### src/rtl/apb_cmd_master24.sv
// APB Rev2 initiator: one valid/ready command in, one APB transfer out,
// one valid/ready response back, with pready waits and access timeout.
//
// Ports:
//   pclk24, n_p_reset24          clock, async active-low reset
//   cmd_valid24/ready24          command handshake
//   cmd_write24/addr24/wdata24   command fields
//   rsp_valid24/ready24          response handshake
//   rsp_rdata24, rsp_err24       read data (0 on write/error), timeout flag
//   psel24, penable24, pwrite24  APB control
//   paddr24, pwdata24, prdata24  APB address/data
//   pready24                     APB slave ready
module apb_cmd_master24 #(
    parameter int unsigned ADDR_W      = 6,
    parameter int unsigned TIMEOUT_CYC = 16
) (
    input  logic              pclk24,
    input  logic              n_p_reset24,
    input  logic              cmd_valid24,
    output logic              cmd_ready24,
    input  logic              cmd_write24,
    input  logic [ADDR_W-1:0] cmd_addr24,
    input  logic [31:0]       cmd_wdata24,
    output logic              rsp_valid24,
    input  logic              rsp_ready24,
    output logic [31:0]       rsp_rdata24,
    output logic              rsp_err24,
    output logic              psel24,
    output logic              penable24,
    output logic              pwrite24,
    output logic [ADDR_W-1:0] paddr24,
    output logic [31:0]       pwdata24,
    input  logic [31:0]       prdata24,
    input  logic              pready24
);

    localparam logic [7:0] TO_LIM = 8'(TIMEOUT_CYC);

    typedef enum logic [1:0] {
        S_IDLE,
        S_SETUP,
        S_ACCESS,
        S_RESP
    } state_e;

    state_e            state_q, state_d;
    logic [7:0]        cnt_q, cnt_d;
    logic              rdy_q;
    logic              pwrite_q, pwrite_d;
    logic [ADDR_W-1:0] paddr_q, paddr_d;
    logic [31:0]       pwdata_q, pwdata_d;
    logic [31:0]       rdata_q, rdata_d;
    logic              err_q, err_d;

    // rdy_q keeps cmd_ready low until the first edge after reset release.
    always_ff @(posedge pclk24 or negedge n_p_reset24) begin
        if (!n_p_reset24) begin
            state_q  <= S_IDLE;
            cnt_q    <= '0;
            rdy_q    <= 1'b0;
            pwrite_q <= 1'b0;
            paddr_q  <= '0;
            pwdata_q <= '0;
            rdata_q  <= '0;
            err_q    <= 1'b0;
        end else begin
            state_q  <= state_d;
            cnt_q    <= cnt_d;
            rdy_q    <= 1'b1;
            pwrite_q <= pwrite_d;
            paddr_q  <= paddr_d;
            pwdata_q <= pwdata_d;
            rdata_q  <= rdata_d;
            err_q    <= err_d;
        end
    end

    always_comb begin
        state_d  = state_q;
        cnt_d    = cnt_q;
        pwrite_d = pwrite_q;
        paddr_d  = paddr_q;
        pwdata_d = pwdata_q;
        rdata_d  = rdata_q;
        err_d    = err_q;
        unique case (state_q)
            S_IDLE: begin
                if (cmd_valid24 && cmd_ready24) begin
                    pwrite_d = cmd_write24;
                    paddr_d  = cmd_addr24;
                    pwdata_d = cmd_wdata24;
                    cnt_d    = '0;
                    state_d  = S_SETUP;
                end
            end
            S_SETUP: begin
                state_d = S_ACCESS;
            end
            S_ACCESS: begin
                // Completion has priority over a timeout in the same cycle.
                if (pready24) begin
                    rdata_d = pwrite_q ? 32'h0 : prdata24;
                    err_d   = 1'b0;
                    state_d = S_RESP;
                end else if (TIMEOUT_CYC != 0 && cnt_q == TO_LIM) begin
                    rdata_d = 32'h0;
                    err_d   = 1'b1;
                    state_d = S_RESP;
                end else if (cnt_q != 8'hFF) begin
                    cnt_d = cnt_q + 8'd1;
                end
            end
            S_RESP: begin
                if (rsp_ready24) begin
                    err_d   = 1'b0;
                    state_d = S_IDLE;
                end
            end
            default: state_d = S_IDLE;
        endcase
    end

    // Decoded from the state register so reset clears them at once.
    assign cmd_ready24 = rdy_q && (state_q == S_IDLE);
    assign psel24      = (state_q == S_SETUP) || (state_q == S_ACCESS);
    assign penable24   = (state_q == S_ACCESS);
    assign rsp_valid24 = (state_q == S_RESP);
    assign pwrite24    = pwrite_q;
    assign paddr24     = paddr_q;
    assign pwdata24    = pwdata_q;
    assign rsp_rdata24 = rdata_q;
    assign rsp_err24   = err_q;

endmodule

### config.mk
export PLATFORM = sky130hd
export DESIGN_NAME = apb_cmd_master24
export DESIGN_NICKNAME = d
export VERILOG_FILES = /design/src/rtl/apb_cmd_master24.sv
export SDC_FILE = /design/constraint.sdc
export NUM_CORES = 1
export LEC_CHECK = 0
export CAP_MARGIN = 30
export CORE_MARGIN = 3
export CORE_UTILIZATION = 40
export CTS_BUF_LIST = sky130_fd_sc_hd__clkbuf_8
export DETAILED_ROUTE_END_ITERATION = 8
export GPL_TIMING_DRIVEN = 0
export PLACE_DENSITY = 0.75
export SYNTH_ARGS = -nofsm -noshare
export SYNTH_HDL_FRONTEND = slang
export SYNTH_SLANG_ARGS = --single-unit
### constraint.sdc
create_clock -name pclk24 -period 4.2 [get_ports pclk24]
set_input_delay 0.63 -clock pclk24 [delete_from_list [all_inputs] [get_ports pclk24]]
set_output_delay 0.63 -clock pclk24 [all_outputs]
set_load 0.02 [all_outputs]
Fig. 1: the clock network
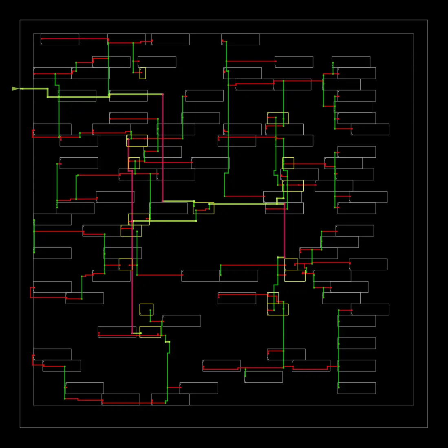
Clock Buffer Count: 9
Clock Skews: 0.0129 ns
num sequential: 83
CTS Sinks: 83
clk latency late pin: 0.35 ns

Fig. 2: wire density map
The die is cut into 20 by 20 equal tiles; dark purple is low, yellow is high, scaled to the fullest tile. Values are wire area over tile area, all layers added.
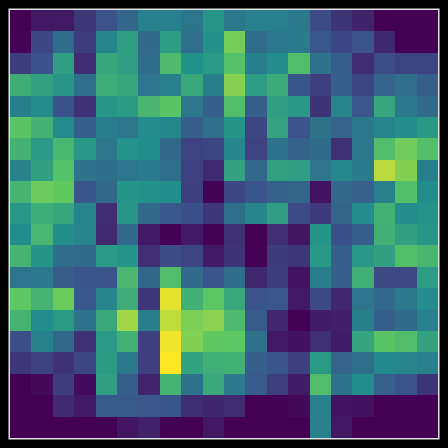
9.0% of the tiles are nearly empty. 29% of the tiles are over half the peak. The fullest tile reaches 0.39. The mean over all tiles is 0.14.
GRT Total Usage: 0.178
DR vias: 2,579
drt wl/cell: 16.6 microns

==> impl_metrics.py <==
# Synthesis and PnR figures
metrics = {
    "routing": {
        "wl_met1_microns": 3590,
        "dr.pass1.iters": 4,
        "ant_nets": 0,
        "drc_errors": 0,
        "drt_iter0_markers": 78,
        "dr_wl_met3_microns": 737,
        "vias_per_cell": 5.08,
        "dr_wl_met2_microns": 4030,
    },
    "finish": {
        "nets": 480,
        "areaGrowthSynthToFinish_pct": 53.8,
        "drive_above_1_share": 0.189,
        "lay_top_count": "clkdlybuf4s50_1",
    },
    "critical_path": {
        "rr_worst_depth": 6,
        "required_ns": 3.57,
        "cp-startpoint": "state_q[0]",
        "cp-start-kind": "register",
        "critPathCaptureType": "output pin",
        "crit_type": "reg -> out",
        "critPathBufInv": 2,
        "path_max_fanout": 8,
        "cp.depth": 3,
        "max_stage_delay_ns": 0.69,
    },
    "die": {
        "io_pins": 152,
        "initCoreUtil": 0.415,
        "dieArea_sq_um": 9710,
        "core_area_sq_um": 8260,
        "die_y_microns": 98.5,
        "std_cell_rows": 33,
    },
    "place": {
        "portBuffers": 151,
        "place_ws_ns": 1.89,
        "hpwlAfterDp_microns": 6330,
    },
    "grt": {
        "grt_pass1_wl_microns": 13900,
        "antenna_found_initial": 0,
        "grt_max_degree": 56,
        "use_met2": 0.284,
        "grt_pass1_vias": 2804,
        "grt.overflow.total": 0,
    },
    "final_timing": {
        "max_freq_ghz": 0.388,
        "period_used_share": 0.613,
    },
    "clock_tree": {
        "cts_resized": 0,
        "numCtsBuffers": 9,
    },
    "job": {
        "cap_viol_max_count": 0,
    },
    "synth": {
        "ys.flop_type": "dfrtp_1",
        "synth_flops": 83,
        "synth_cells": 235,
        "synth_area_per_cell_sq_um": 14.6,
        "syn_area_sq_um": 3430,
    },
    "power_and_ir_drop": {
        "p_leak_nw": 2.27,
    },
    "outcome": {
        "status": "finished clean",
    },
}
Fig. 3: sequential cells colored by netlist name
The bar under the picture is 20 microns long.
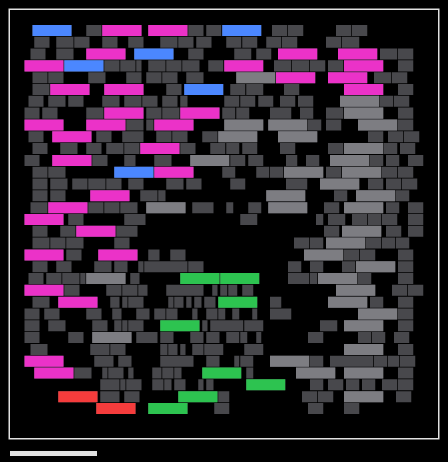
Key: blue = paddr24 [placed flops 6]; magenta = pwdata24 [placed flops 32]; green = cnt_q [placed flops 8, where bottom middle]; red = state_q [placed flops 2]
Another 35 sequential cells are not colored.
Post-Route Utilization: 0.638
flop share of the area: 0.394
Seq group: 1.36 mW
register area: 2080 sq um

Fig. 4: placement density heat map
The bar under the picture is 20 microns long. The die is cut into 10 by 10 equal tiles; dark purple is low, yellow is high, 0 to 100% covered.
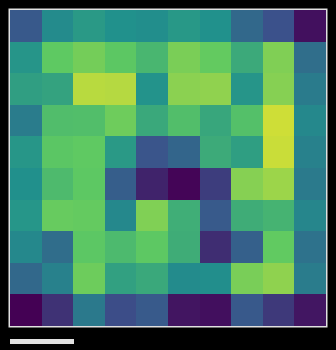
The mean over all tiles is 53%. 22% of the tiles are over 75% full. The fullest tile reaches 93%. 2.0% of the tiles are nearly empty.

-- Yosys cell counts, drive strengths merged, types with 2 or more instances --
library cell	number	share of area
nand2	6	0.0066
a21oi	4	0.0080
nor3b	2	0.0044
o21a	2	0.0044
dfrtp	83	0.61
o31ai	2	0.0044
clkbuf	2	0.0022
mux2	40	0.13
nand3	2	0.0029
nand4b	2	0.0051
a22o	32	0.082
o41ai	2	0.0051
o211ai	2	0.0044
nand2b	2	0.0037
buf	10	0.021
and2	3	0.0055
o21ai	7	0.010
ha	6	0.022
inv	8	0.0088
mux2i	2	0.0058
-- cell families after synthesis --
| group | share of synthesized area |
|---|---|
| compound gates | 0.146 |
| simple gates | 0.0555 |
| fa+ha+maj | 0.0219 |
| buf+inv | 0.0318 |
| other cells | 0.00109 |
| mux | 0.137 |
| flops | 0.606 |
-- registers in the layout, summed over array words and instances, names as in the netlist --
register / flops
pwrite24: 1
rdy_q: 1
rsp_rdata24: 32
state_q: 2
rsp_err24: 1
cnt_q: 8
pwdata24: 32
paddr24: 6
-- through the flow --
stage | std cells | hold slack (ns) | cell area, sq um
global placement | 491 | 0.488 | 5070
global route | 508 | 0.206 | 5270
floorplan | 235 | 0.334 | 3430
finish | 508 | 0.209 | 5270
CTS | 508 | 0.206 | 5270
detailed placement | 492 | 0.491 | 5090
-- report_power, final --
group	switching, mW	internal, mW
registers	0.201	1.16
logic	0.953	1.07
clock network	0.306	0.219
-- final cells by class --
cell class,instances,area [sq um],area share
Buffer,12,78.8,0.0150
Clock buffer,9,124,0.0235
Clock inverter,7,52.6,0.00997
Inverter,8,30.0,0.00570
Multi-Input combinational cell,132,1240,0.235
Sequential cell,83,2080,0.394
Tap cell,105,131,0.0249
Timing Repair Buffer,152,1540,0.292
Power and IR drop assume default switching activity.
